## src/rtl/ecc_host_seq.sv

```systemverilog
`default_nettype none
// ============================================================================
// Module   : ecc_host_seq
// Purpose  : Host-side sequencer for the ECC core. Loads operands one byte at
//            a time, runs one operation (clear pulse, enable pulse, ready
//            handshake with timeout), captures the x/y results and streams
//            them back out as bytes.
// Ports    : clk/rst             - clock, synchronous active-high reset
//            ld_valid/sel/data   - byte-serial operand load (MSB-first)
//            start/op            - command pulse and operation code
//            busy/done/err       - status (done and err are sticky)
//            rd_valid/ready/data - result byte stream, x then y, MSB-first
//            ecc_op/en/clr/rdy   - ECC core control handshake
//            Qx..hash_msg        - operand registers to the core
//            x, y                - results from the core
// Revision : 1.0 - initial release
// ============================================================================
module ecc_host_seq #(
    parameter int WIDTH     = 256,
    parameter int TO_CYCLES = 1048576,
    parameter int TO_W      = 21
) (
    input  logic             clk,
    input  logic             rst,
    input  logic             ld_valid,
    input  logic [2:0]       ld_sel,
    input  logic [7:0]       ld_data,
    input  logic             start,
    input  logic [1:0]       op,
    output logic             busy,
    output logic             done,
    output logic             err,
    output logic             rd_valid,
    input  logic             rd_ready,
    output logic [7:0]       rd_data,
    output logic [1:0]       ecc_op,
    output logic             ecc_en,
    output logic             ecc_clr,
    input  logic             ecc_rdy,
    output logic [WIDTH-1:0] Qx,
    output logic [WIDTH-1:0] Qy,
    output logic [WIDTH-1:0] in_kr,
    output logic [WIDTH-1:0] in_ds,
    output logic [WIDTH-1:0] hash_msg,
    input  logic [WIDTH-1:0] x,
    input  logic [WIDTH-1:0] y
);

    localparam int                 c_n_bytes  = 2 * WIDTH / 8;
    localparam int                 c_idx_w    = $clog2(c_n_bytes);
    localparam logic [c_idx_w-1:0] c_idx_last = c_idx_w'(c_n_bytes - 1);
    localparam logic [TO_W-1:0]    c_to_last  = TO_W'(TO_CYCLES - 1);

    typedef enum logic [2:0] {
        S_IDLE = 3'd0,
        S_CLR  = 3'd1,
        S_EN   = 3'd2,
        S_WLO  = 3'd3,
        S_WHI  = 3'd4,
        S_RD   = 3'd5,
        S_DONE = 3'd6
    } state_t;

    state_t               r_state;
    state_t               w_state_nxt;

    logic [WIDTH-1:0]     r_qx;
    logic [WIDTH-1:0]     r_qy;
    logic [WIDTH-1:0]     r_in_kr;
    logic [WIDTH-1:0]     r_in_ds;
    logic [WIDTH-1:0]     r_hash_msg;
    logic [1:0]           r_ecc_op;
    logic                 r_err;
    logic [TO_W-1:0]      r_to_cnt;
    logic [2*WIDTH-1:0]   r_res;
    logic [c_idx_w-1:0]   r_rd_idx;

    logic                 w_idle_like;
    logic                 w_start_acc;
    logic                 w_ld_en;
    logic                 w_waiting;
    logic                 w_timeout;
    logic                 w_capture;
    logic                 w_rd_fire;
    logic                 w_busy;
    logic                 w_done;
    logic                 w_rd_valid;
    logic                 w_ecc_en;
    logic                 w_ecc_clr;

    assign w_idle_like = (r_state == S_IDLE) || (r_state == S_DONE);
    assign w_start_acc = start && w_idle_like;
    assign w_ld_en     = ld_valid && w_idle_like && (ld_sel <= 3'd4);
    assign w_waiting   = (r_state == S_WLO) || (r_state == S_WHI);
    assign w_capture   = (r_state == S_WHI) && ecc_rdy;
    assign w_rd_fire   = w_rd_valid && rd_ready;

    // State register
    always_ff @(posedge clk) begin
        if (rst) begin
            r_state <= S_IDLE;
        end else begin
            r_state <= w_state_nxt;
        end
    end

    // Next state and state-decoded outputs. In the wait states a handshake
    // transition on the final budget cycle wins over the timeout.
    always_comb begin
        w_state_nxt = r_state;
        w_busy      = 1'b0;
        w_done      = 1'b0;
        w_rd_valid  = 1'b0;
        w_ecc_en    = 1'b0;
        w_ecc_clr   = 1'b0;
        w_timeout   = 1'b0;
        case (r_state)
            S_IDLE: begin
                if (start) w_state_nxt = S_CLR;
            end
            S_CLR: begin
                w_busy      = 1'b1;
                w_ecc_clr   = 1'b1;
                w_state_nxt = S_EN;
            end
            S_EN: begin
                w_busy      = 1'b1;
                w_ecc_en    = 1'b1;
                w_state_nxt = S_WLO;
            end
            S_WLO: begin
                w_busy = 1'b1;
                if (!ecc_rdy) begin
                    w_state_nxt = S_WHI;
                end else if (r_to_cnt == c_to_last) begin
                    w_timeout   = 1'b1;
                    w_state_nxt = S_IDLE;
                end
            end
            S_WHI: begin
                w_busy = 1'b1;
                if (ecc_rdy) begin
                    w_state_nxt = S_RD;
                end else if (r_to_cnt == c_to_last) begin
                    w_timeout   = 1'b1;
                    w_state_nxt = S_IDLE;
                end
            end
            S_RD: begin
                w_busy     = 1'b1;
                w_rd_valid = 1'b1;
                if (rd_ready && (r_rd_idx == c_idx_last)) w_state_nxt = S_DONE;
            end
            S_DONE: begin
                w_done = 1'b1;
                if (start) w_state_nxt = S_CLR;
            end
            default: w_state_nxt = S_IDLE;
        endcase
    end

    // Operand, status and result datapath
    always_ff @(posedge clk) begin
        if (rst) begin
            r_qx       <= '0;
            r_qy       <= '0;
            r_in_kr    <= '0;
            r_in_ds    <= '0;
            r_hash_msg <= '0;
            r_ecc_op   <= '0;
            r_err      <= 1'b0;
            r_to_cnt   <= '0;
            r_res      <= '0;
            r_rd_idx   <= '0;
        end else begin
            if (w_ld_en) begin
                case (ld_sel)
                    3'd0:    r_qx       <= {r_qx[WIDTH-9:0], ld_data};
                    3'd1:    r_qy       <= {r_qy[WIDTH-9:0], ld_data};
                    3'd2:    r_in_kr    <= {r_in_kr[WIDTH-9:0], ld_data};
                    3'd3:    r_in_ds    <= {r_in_ds[WIDTH-9:0], ld_data};
                    3'd4:    r_hash_msg <= {r_hash_msg[WIDTH-9:0], ld_data};
                    default: ;
                endcase
            end

            if (w_start_acc) begin
                r_ecc_op <= op;
                r_err    <= 1'b0;
            end
            if (w_timeout) r_err <= 1'b1;

            // One budget spans both wait states; it restarts only in EN.
            if (r_state == S_EN) begin
                r_to_cnt <= '0;
            end else if (w_waiting) begin
                r_to_cnt <= r_to_cnt + TO_W'(1);
            end

            // Results live in one shift register; the top byte is always
            // the byte on offer, so it cannot change while stalled.
            if (w_capture) begin
                r_res    <= {x, y};
                r_rd_idx <= '0;
            end else if (w_rd_fire) begin
                r_res    <= {r_res[2*WIDTH-9:0], 8'h00};
                r_rd_idx <= r_rd_idx + c_idx_w'(1);
            end
        end
    end

    assign busy     = w_busy;
    assign done     = w_done;
    assign err      = r_err;
    assign rd_valid = w_rd_valid;
    assign rd_data  = r_res[2*WIDTH-1 -: 8];
    assign ecc_op   = r_ecc_op;
    assign ecc_en   = w_ecc_en;
    assign ecc_clr  = w_ecc_clr;
    assign Qx       = r_qx;
    assign Qy       = r_qy;
    assign in_kr    = r_in_kr;
    assign in_ds    = r_in_ds;
    assign hash_msg = r_hash_msg;

endmodule
`default_nettype wire

```

## config.mk

```make
export PLATFORM = sky130hd
export DESIGN_NAME = ecc_host_seq
export DESIGN_NICKNAME = d
export VERILOG_FILES = /design/src/rtl/ecc_host_seq.sv
export SDC_FILE = /design/constraint.sdc
export NUM_CORES = 2
export LEC_CHECK = 0
export ABC_AREA = 1
export ABC_CLOCK_PERIOD_IN_PS = 2600
export CORE_AREA = 2 2 709 711
export DETAILED_ROUTE_END_ITERATION = 12
export DIE_AREA = 0 0 711 713
export PLACE_DENSITY = 0.31
export SLEW_MARGIN = 15
export SYNTH_ARGS = -nofsm -noshare
export SYNTH_HDL_FRONTEND = slang
export SYNTH_SLANG_ARGS = --single-unit
```

## constraint.sdc

```tcl
create_clock -name clk -period 2.6 [get_ports clk]
set_input_delay 0.78 -clock clk [delete_from_list [all_inputs] [get_ports clk]]
set_output_delay 0.78 -clock clk [all_outputs]
set_load 0.1 [all_outputs]
```

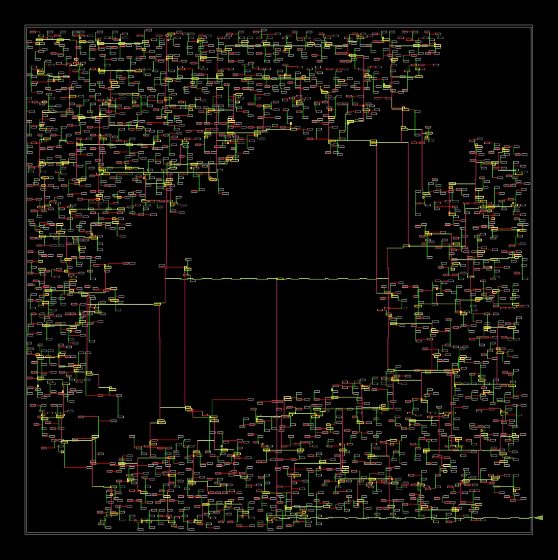
(images/final_clocks.png)
clk sinks: 1825
number of buffers added by the clock tree synthesis step: 240

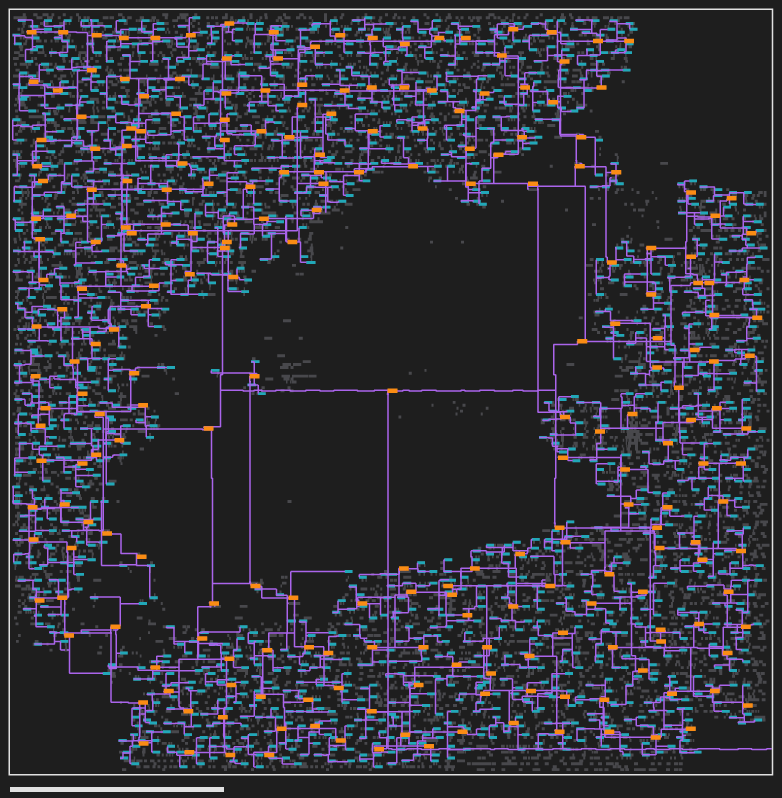
(images/clock_map.png)
Bar = 200 um.
[cyan] flip-flops | count: 1825
[orange] cells driving clock nets | count: 240
[purple] clock wires | length: 34.6 mm
flops lie	widely spread
Fin Clk Skew: 120 ps
later-pin clock latency in the skew report: 950 ps
Power Clock: 0.0342 W

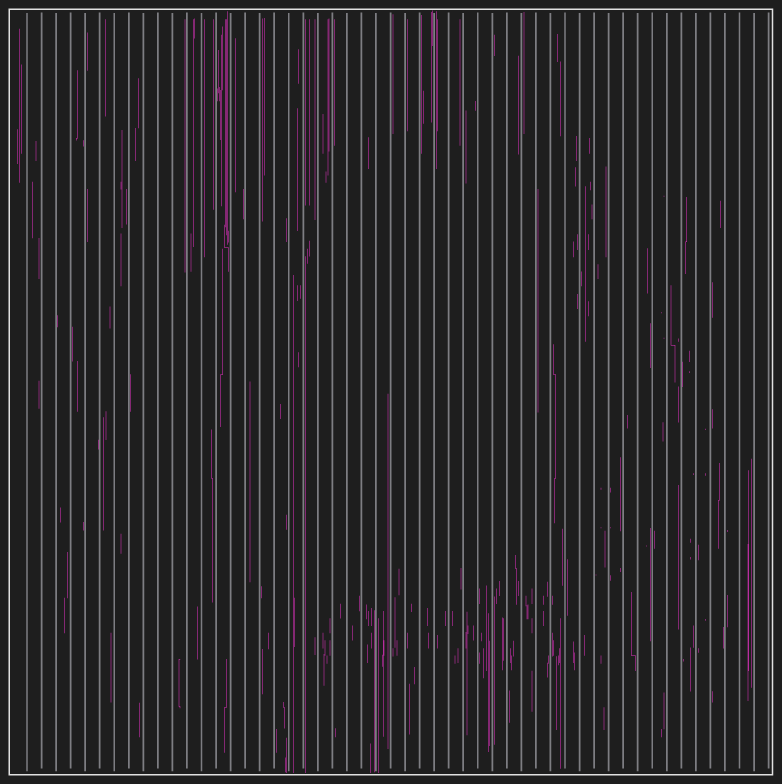
(images/met4.png)
Supply wires on this layer in grey.
main direction	vertical
longest straight run	482 um
share of all routed wire	3.2%
nets with wire on the layer	166
via count: 66200
Final Routed Wirelength: 421000 um

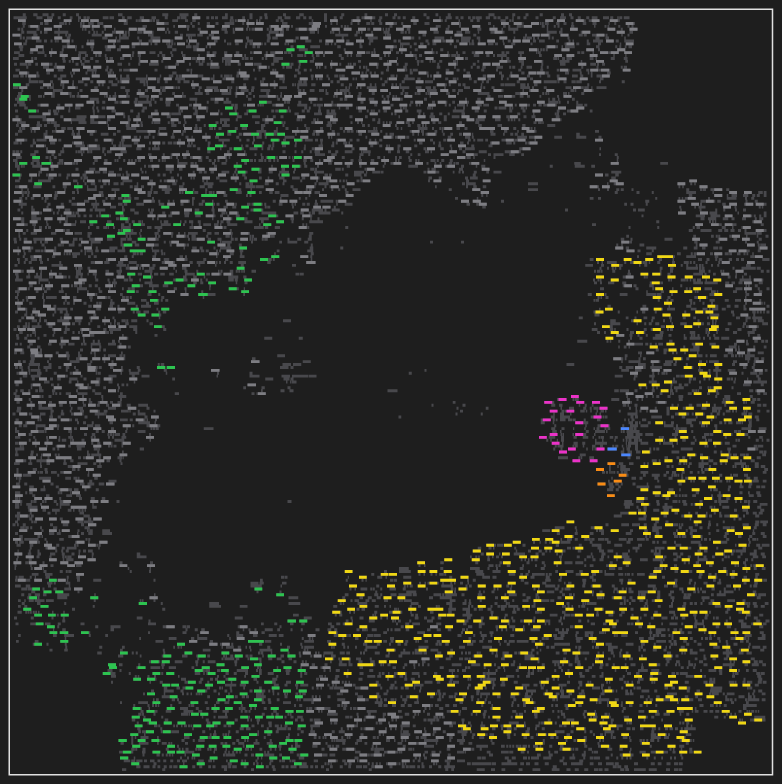
(images/registers.png)
Other sequential cells in the stronger grey, the rest of the logic in the fainter grey.
colour	netlist name	sequential cells
green	in_ds	256
blue	r_state	3
orange	r_rd_idx	6
yellow	r_res	512
magenta	r_to_cnt	21
not coloured	1027

[final timing paths]
path | start | end | depth (start not counted)
hold / removal | rst | r_res[484] | 2
hold reg to reg | Qy[253] | Qy[253] | 2
setup reg to reg | r_state[2] | in_kr[30] | 11
setup / recovery | r_state[0] | done | 2
[worst reg2reg max path, delay by kind of cell, from the launching register on]
family                 cells  cell delay (ps)
AND-OR/OR-AND              2              810
buffers and inverters      5              710
AND/OR/NAND/NOR            4              530
flip-flops                 1              370
[final cells by class]
type,count,area (um2)
antenna,51,128
sequential,1825,36600
clock buffer,372,7220
multi-input combinational,4799,24800
tap,6681,8360
fill,56000,394000
timing repair buffer,2418,23000
inverter,1311,4950
clock inverter,66,748
[metrics by stage]
stage | util | instance area (um2) | power, W | hold WS, ps | setup TNS [ps]
detailed placement | 0.193 | 96400 | 0.0410 | 436 | -263390
floorplan | - | 69200 | 0.0366 | 434 | -19.3
CTS | 0.211 | 106000 | 0.0762 | 53.9 | -489
finish | 0.212 | 106000 | 0.0746 | 166 | 0
global route | 0.212 | 106000 | 0.0775 | 104 | -136
global placement | 0.193 | 96400 | 0.0410 | 433 | -257860
[layer usage]
| metal | global-route usage | share of wire |
|---|---|---|
| met1 | 0.183 | 0.40 |
| met2 | 0.284 | 0.50 |
| met3 | 0.0432 | 0.066 |
| met4 | 0.0484 | 0.032 |
| met5 | 0 | 0.00055 |
[power by group through the flow]
stage                     Sequential [W]  Combinational, W  Clock [W]
after CTS                         0.0295            0.0111     0.0356
after global placement            0.0301            0.0109          0
final                             0.0295            0.0109     0.0342
after detailed placement          0.0301            0.0109          0
after global routing              0.0296            0.0114     0.0365
after floorplan                   0.0347           0.00185          0
[timing repair]
item | in CTS | in global routing
pin swaps | 5 | 6
setup endpoints to repair | 240 | 9
setup buffers | 6 | 4
gates resized | 378 | 7
==> out/qor.csv <==
stage,metric,value,unit
setup_path,slowest cell delay on critical path,390,ps
floorplanning,I/O Pins,1827,
setup_path,maximum fanout along the worst path,5,
global_route,number of antenna violations at the first check in global routing,173,
logic_synthesis,"Seq/Total Area, Yosys",0.528,
clocking,Clock Tree Root,sky130_fd_sc_hd__clkbuf_16,
placed_design,total placed cells including tap cells,17000,
hold_path,Worst Hold Class,in2reg,
setup_path,class of the most critical setup path,reg2out,
clocking,clock slew seen by the registers of the worst setup and hold paths,60,ps
placed_design,HPWL after detailed placement,336000,um
final_layout,fraction of layout cells with a size suffix above 1,0.221,
outcome,outcome,finished clean,
clocking,quantity of hold-fixing buffers added after cts,0,
setup_path,worst path cell trace,nor3_4 > buf_12,
timing,final-report hold violation count,0,
clocking,clock tree from TritonCTS,built,
logic_synthesis,XORs/XNORs by Area,0.000506,
power,power per cell area,705,nW/um2
setup_path,Crit-path slowest cell,sky130_fd_sc_hd__dfxtp_4,
power,Peak supply drop,0.522,mV
logic_synthesis,post-synthesis chip area from yosys,69200,um2
placed_design,routability cong.,0.814,
logic_synthesis,number of instances in the synthesized netlist,8648,
timing,Max Freq,0.392,GHz
setup_path,arrival time reported for the critical path endpoint,1770,ps
power,part of the power in combinational logic,0.146,
final_layout,Nets,11100,
logic_synthesis,number of storage elements in the synthesis netlist,1825,
final_layout,filler-free cell count of the finished design,17500,
placed_design,worst slack at placement,-571,ps
setup_path,Crit path buffers/inverters,1,
setup_path,Setup crit start kind,flip-flop,
flow_run,MaxCap Viol Count,0,
logic_synthesis,area share of and-or/or-and cells after synthesis,0.315,
setup_path,Critical Path RT,1820,ps
power,internal power component,0.0515,W
power,Leakage Power,42.8,nW
timing,final setup violation count,0,
logic_synthesis,number of warnings printed during yosys synthesis,0,
floorplanning,floorplan-stage core utilization,0.139,
logic_synthesis,mapped cell area,69200,um2
setup_path,Crit path max-delay family,flip-flops,
global_route,global-route wire length before repair,567000,um
final_layout,relative area change from synthesis to final layout,52.8,%
logic_synthesis,simple logic cell fraction of the synthesized area,0.0404,
timing,final setup slack of the worst path,50.5,ps
logic_synthesis,average cell area after synthesis,8.01,um2
logic_synthesis,synthesized netlist net count,9181,
power,Net Sw Frac,0.310,
logic_synthesis,largest family of logic cells by area,AND-OR/OR-AND gates,
logic_synthesis,cell type with the largest total area after synthesis,sky130_fd_sc_hd__dfxtp_1,
floorplanning,Die Span X,711,um
logic_synthesis,number of synthesized flops with an enable pin,0,
final_layout,most frequent logic cell in the layout,sky130_fd_sc_hd__a21oi_1,
floorplanning,Die Outline Area,507000,um2
timing,tightest slew margin relative to the limit,0.423,
timing,slew at the pin closest to its max-slew limit,857,ps
setup_path,flop-to-flop setup slack,120,ps
final_layout,most frequent logic cells in the routed design,"1818 x sky130_fd_sc_hd__a21oi_1, 1748 x sky130_fd_sc_hd__dfxtp_1, 1466 x sky130_fd_sc_hd__buf_4",
timing,count of pins over their slew limit,0,
global_route,total routing usage reported by global routing,0.159,
flow_run,number of logged tool warnings,42,
route,DRC violations left,0,
logic_synthesis,fraction of registers with async set/reset,0,
route,number of design-rule violations left by the first detailed-router iteration,3879,
logic_synthesis,multiplexer share of the synthesized area,0,
final_layout,top register by number of flip-flops,r_res,
floorplanning,placeable core region,500000,um2
timing,fraction of the cycle the final worst path needs,0.981,
power,power share of the clock group,0.458,
clocking,number of buffers on the longest clock path,4,
power,portion of total power attributed to sequential cells,0.396,
logic_synthesis,most frequent cells after synthesis,"1825 x sky130_fd_sc_hd__dfxtp_1, 1818 x sky130_fd_sc_hd__a21oi_1, 1305 x sky130_fd_sc_hd__inv_1, 1276 x sky130_fd_sc_hd__o21ai_0, 587 x sky130_fd_sc_hd__nand2_1",
floorplanning,floorplan die height,713,um
route,WL per Instance,24.0,um
clocking,H-Tree Level Count,4,
setup_path,crit path capture type,primary output,
placed_design,port buffer count,1826,
route,first-pass iteration count of the detailed router,7,
route,via density per instance,3.78,
logic_synthesis,portion of synthesized cell area occupied by the leading cell type,0.528,
global_route,maximum number of pins on one net before global-route repair,133,
timing,RSZ-0062 raised after global routing,true,
logic_synthesis,number of distinct library cell variants in the gate-level netlist after synthesis,33,
route,residual antenna-violating net count after detailed routing,0,
timing,final worst path period need,2550,ps
logic_synthesis,most area-consuming cells after synthesis,"sky130_fd_sc_hd__dfxtp_1 53%, sky130_fd_sc_hd__a21oi_1 13%, sky130_fd_sc_hd__o21ai_0 9.2%",
floorplanning,Std-Cell Rows,260,
final_layout,"flip-flop count of the largest register, all copies and words added",512,
power,net load switching power,0.0231,W
global_route,total gr overflow,0,
global_route,via count of the first global-routing pass,64700,
logic_synthesis,Dominant flop cell,sky130_fd_sc_hd__dfxtp_1,
logic_synthesis,most frequent cell after synthesis,sky130_fd_sc_hd__dfxtp_1,
logic_synthesis,# Cells Yosys,8648,
logic_synthesis,adder-cell share of the synthesized area,0.000361,
Power and IR drop assume default switching activity.
